File: src/rtl/dmem_arbiter.sv
// Two-port round-robin arbiter/sequencer for the single-ported data memory.
// One request in flight at a time: IDLE (grant) -> ACCESS (memory cycle) -> RESP (pulse).
module dmem_arbiter #(
  parameter int MEM_BYTES = 4096
) (
  input  logic        iClk,
  input  logic        iRst,
  input  logic        iReq0Valid,
  output logic        oReq0Ready,
  input  logic        iReq0Write,
  input  logic [31:0] iReq0Addr,
  input  logic [31:0] iReq0WData,
  input  logic [2:0]  iReq0Funct3,
  output logic        oResp0Valid,
  output logic [31:0] oResp0RData,
  output logic        oResp0Err,
  input  logic        iReq1Valid,
  output logic        oReq1Ready,
  input  logic        iReq1Write,
  input  logic [31:0] iReq1Addr,
  input  logic [31:0] iReq1WData,
  input  logic [2:0]  iReq1Funct3,
  output logic        oResp1Valid,
  output logic [31:0] oResp1RData,
  output logic        oResp1Err,
  output logic [31:0] oMemAddress,
  output logic [31:0] oMemWriteData,
  output logic [2:0]  oMemFunct3,
  output logic        oMemWrite,
  output logic        oMemRead,
  input  logic [31:0] iMemReadData
);

  typedef enum logic [1:0] {S_IDLE, S_ACCESS, S_RESP} state_t;

  state_t      r_state, w_next;
  logic        r_last_grant, r_port, r_write;
  logic [31:0] r_addr, r_wdata, r_rdata;
  logic [2:0]  r_funct3;

  logic        w_gnt0, w_gnt1, w_hs;
  logic        w_legal, w_misalign, w_oor, w_err;
  logic [2:0]  w_size;
  logic [32:0] w_end;

  // Grant: a lone requester wins; on contention the port that did not win last time wins.
  always_comb begin
    w_gnt0 = (r_state == S_IDLE) && !iRst && iReq0Valid && (!iReq1Valid || r_last_grant);
    w_gnt1 = (r_state == S_IDLE) && !iRst && iReq1Valid && (!iReq0Valid || !r_last_grant);
    w_hs   = w_gnt0 || w_gnt1;
  end

  // Error classification of the latched request; end address kept in 33 bits so it cannot wrap.
  always_comb begin
    case (r_funct3[1:0])
      2'd0:    w_size = 3'd1;
      2'd1:    w_size = 3'd2;
      default: w_size = 3'd4;
    endcase
    w_legal    = r_write ? (r_funct3 inside {3'b000, 3'b001, 3'b010})
                         : (r_funct3 inside {3'b000, 3'b001, 3'b010, 3'b100, 3'b101});
    w_misalign = ((r_funct3[1:0] == 2'd1) && r_addr[0]) ||
                 ((r_funct3[1:0] == 2'd2) && (r_addr[1:0] != 2'b00));
    w_end      = {1'b0, r_addr} + {30'd0, w_size};
    w_oor      = w_end > 33'(MEM_BYTES);
    w_err      = !w_legal || w_misalign || w_oor;
  end

  always_comb begin
    w_next        = r_state;
    oReq0Ready    = w_gnt0;
    oReq1Ready    = w_gnt1;
    oMemAddress   = '0;
    oMemWriteData = '0;
    oMemFunct3    = '0;
    oMemRead      = 1'b0;
    oMemWrite     = 1'b0;
    oResp0Valid   = 1'b0;
    oResp0RData   = '0;
    oResp0Err     = 1'b0;
    oResp1Valid   = 1'b0;
    oResp1RData   = '0;
    oResp1Err     = 1'b0;
    case (r_state)
      S_IDLE: if (w_hs) w_next = S_ACCESS;
      S_ACCESS: begin
        w_next        = S_RESP;
        oMemAddress   = r_addr;
        oMemWriteData = r_wdata;
        oMemFunct3    = r_funct3;
        oMemRead      = !w_err && !r_write;
        // Reset in this cycle must never let the store commit.
        oMemWrite     = !w_err && r_write && !iRst;
      end
      S_RESP: begin
        w_next = S_IDLE;
        if (r_port) begin
          oResp1Valid = 1'b1;
          oResp1RData = r_rdata;
          oResp1Err   = w_err;
        end else begin
          oResp0Valid = 1'b1;
          oResp0RData = r_rdata;
          oResp0Err   = w_err;
        end
      end
      default: w_next = S_IDLE;
    endcase
  end

  always_ff @(posedge iClk) begin
    if (iRst) begin
      r_state      <= S_IDLE;
      r_last_grant <= 1'b1;
      r_port       <= 1'b0;
      r_write      <= 1'b0;
      r_addr       <= '0;
      r_wdata      <= '0;
      r_funct3     <= '0;
      r_rdata      <= '0;
    end else begin
      r_state <= w_next;
      if (w_hs) begin
        r_last_grant <= w_gnt1;
        r_port       <= w_gnt1;
        r_write      <= w_gnt1 ? iReq1Write  : iReq0Write;
        r_addr       <= w_gnt1 ? iReq1Addr   : iReq0Addr;
        r_wdata      <= w_gnt1 ? iReq1WData  : iReq0WData;
        r_funct3     <= w_gnt1 ? iReq1Funct3 : iReq0Funct3;
      end
      if (r_state == S_ACCESS)
        r_rdata <= (w_err || r_write) ? 32'h0 : iMemReadData;
    end
  end

endmodule
File: config.mk
export PLATFORM = sky130hd
export DESIGN_NAME = dmem_arbiter
export DESIGN_NICKNAME = d
export VERILOG_FILES = /design/src/rtl/dmem_arbiter.sv
export SDC_FILE = /design/constraint.sdc
export NUM_CORES = 1
export LEC_CHECK = 0
export CELL_PAD_IN_SITES_DETAIL_PLACEMENT = 0
export CELL_PAD_IN_SITES_GLOBAL_PLACEMENT = 1
export CORE_ASPECT_RATIO = 1.2
export CORE_MARGIN = 1
export CORE_UTILIZATION = 30
export CTS_CLUSTER_DIAMETER = 100
export CTS_CLUSTER_SIZE = 20
export DETAILED_ROUTE_END_ITERATION = 8
export PLACE_DENSITY = 0.84
export SYNTH_ARGS = -nofsm -noshare
export SYNTH_HDL_FRONTEND = slang
export SYNTH_SLANG_ARGS = --single-unit
File: constraint.sdc
create_clock -name iClk -period 11.1 [get_ports iClk]
set_clock_uncertainty 0.1 [all_clocks]
set_input_delay 2.775 -clock iClk [delete_from_list [all_inputs] [get_ports iClk]]
set_output_delay 2.775 -clock iClk [all_outputs]
set_load 0.1 [all_outputs]
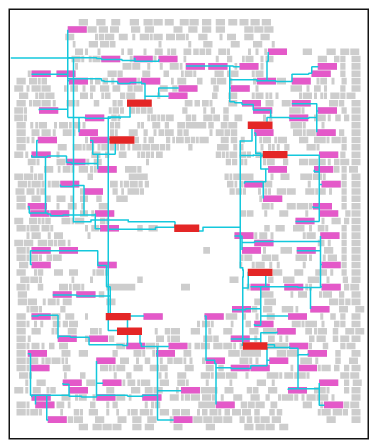
*Clock wires, drivers and flops*
red -> clock-net drivers  # count 9
cyan -> clock wires  # length 1540 um
magenta -> flip-flops  # count 104
routed clock nets = 10
flops lie = all over the die

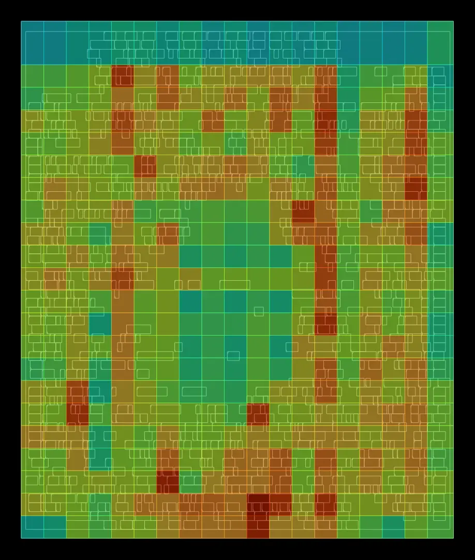
*Congestion heat map*
GR Util met2: 35.1%
all-layer global routing usage: 19.9%
routed length per instance: 15.8 um
met1 usage: 23.5%

==> flow_summary.yaml <==
# yosys + openroad results
run_status:
  status: "complete, no violations"
timing:
  tightest_slew_ns: 1.11
  setup_viol: 0
  rsz0062_at_grt: "false"
  fin_tns_setup_ns: 0
  fin_crit_ns: 8.46
  max_slew_margin_pct: 25.5
routing:
  final_antenna_net_count: 0
  met2_length_um: 10200
  drt_wl_total_um: 21200
  vias: 6546
  met3_length_um: 1410
  drtIter0Drc: 240
  top_layer: "met4"
  drc: 0
yosys:
  ys_area_sq_um: 6100
  syn_area_sq_um: 6100
  async_flop_share_pct: 0
  yosys.cell_types.count: 54
  synth_nets: 988
  ys.flops: 104
  yosysTopAreaCellShare_pct: 34.1
  flop_cell: "dfxtp_1"
  yosys_cells: 812
  syn-mean-instance-area_sq_um: 7.51
  top_cells_by_count: "nand2_1 (217), and2_1 (129), dfxtp_1 (104)"
  synth_cells: 812
setup_path:
  crit_path_max_fanout: 72
  required_ns: 8.23
  end_kind: "output pin"
  path_cells: "buf_2 -> nor3_1 -> nand3_4 -> inv_2 -> clkdlybuf4s50_1"
  max_stage_delay_ns: 1.15
  reg2reg_slack_ns: 7.30
  cp-start-kind: "input port"
  rr_worst_depth: 11
  cp-endpoint: "oReq0Ready"
  cp_slowest_cell: "clkdlybuf4s50_1"
  arrival_ns: 5.59
  startpoint: "iRst"
  rr_startpoint: "r_funct3[1]"
clocking:
  ctsResizeCount: 0
  cts_tree: "yes"
  post-cts-setup-buffers: 0
  cts_root_buf: "clkbuf_16"
  holdBufCountCts: 0
  cts_made_buffers: 9
  htreeDepth: 3
power:
  power.switching_mw: 0.373
  peakVddDrop_mv: 0.0669
  p_seq_share_pct: 40.2
  swShare_pct: 34.9
  pwr-share-comb_pct: 29.4
  internal_power_mw: 0.696
  p_seq_mw: 0.430
  leakagePower_nw: 3.40
  pg_comb_mw: 0.315
grt:
  use_met3_pct: 4.58
  grt_max_degree: 94
  grt_first_pass_wirelength_um: 32900
  busiest_layer: "met2"
  overflow: 0
  antenna_found_initial: 1
run:
  log.warning_count: 26
die:
  die_h_um: 158
  fp_util_pct: 30.9
  core_sq_um: 19800
  die_width_um: 132
  chipArea_sq_um: 20900
  rows: 56
finish:
  drive_above_1_share_pct: 6.13
  area_growth_syn_to_layout_pct: 57.7
  layout_top_cells: "clkdlybuf4s50_1 (309), nand2_1 (216), and2_1 (129), dfxtp_1 (104), nor2_1 (85)"
  postLayoutCellArea_sq_um: 9620
placed_design:
  port_buffers: 310
  placed_cell_area_sq_um: 9330
  gp_congestion: 0.790
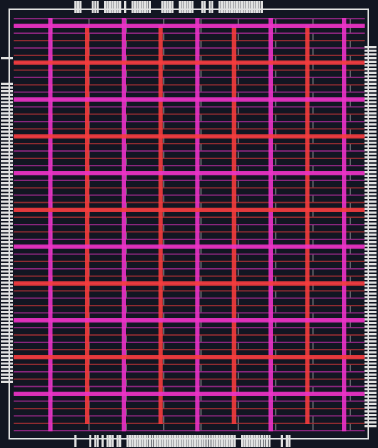
*Floorplan with the power grid*
Pins as bars on the die edge. Tap cells in gray.
magenta -> VSS
red -> VDD
met4 straps = 9
rows = 56
signal pins = 311

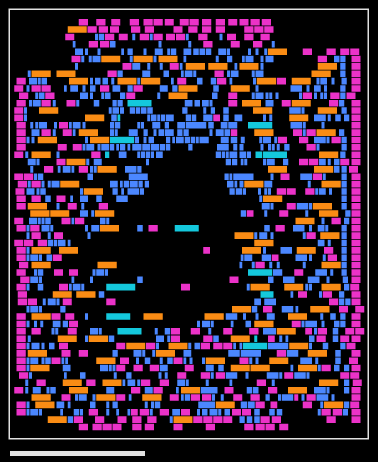
*Placed cells, one color a class*
The bar under the picture is 50 um long.
magenta -> remaining buffers and delay cells  # cells 319
cyan -> clock drivers and dummy loads  # cells 15
blue -> remaining logic cells  # cells 639
orange -> registers  # cells 104

## kinds of logic after synthesis
kind of cell | after synthesis | share of synthesized area, %
adder cells (fa/ha/maj) | 4 | 0.944
AND-OR/OR-AND | 127 | 19.2
multiplexers | 3 | 0.492
buffers and inverters | 73 | 5.37
flip-flops | 104 | 34.1
XOR/XNOR | 9 | 1.29
AND/OR/NAND/NOR | 492 | 38.5
## registers in the layout, summed over array words and instances, names as in the netlist
signal,count
r_state,2
r_port,1
r_rdata,32
r_write,1
r_last_grant,1
r_wdata,32
r_addr,32
r_funct3,3
## critical path: cells and delay by family
kind                   cells  cell delay (ns)
buffers and inverters      3             1.48
AND/OR/NAND/NOR            2             1.33
## area by class of cell
cell class              count  area, sq um
fillers                  2021        10100
well taps                 261          327
clock inverters             3         42.5
multi-input cells         635         3740
clock buffers              12          246
repair buffers            319         3170
diodes                      1         2.50
inverters                   4         15.0
flip-flops and latches    104         2080
## how the worst min path moves through the flow
stage	start	end	slack, ns	depth (start not counted)
global placement	r_rdata[0]	r_rdata[0]	0.34	2
finish	r_rdata[0]	r_rdata[0]	0.36	2
detailed placement	r_rdata[0]	r_rdata[0]	0.35	2
floorplan	r_rdata[0]	r_rdata[0]	0.33	2
global route	r_rdata[4]	r_rdata[4]	0.39	2
CTS	r_rdata[2]	r_rdata[2]	0.36	2
## stage by stage
step	setup slack [ns]	hold WS [ns]	cells	utilization (%)
after detailed placement	2.59	0.349	1323	47.2
final	2.64	0.361	1339	48.7
after floorplan	3.86	0.331	812	-
after global routing	2.47	0.391	1339	48.7
after CTS	2.59	0.361	1338	48.7
after global placement	2.60	0.343	1323	47.2
Power figures rest on the tool's default switching activity, not on a simulated workload.
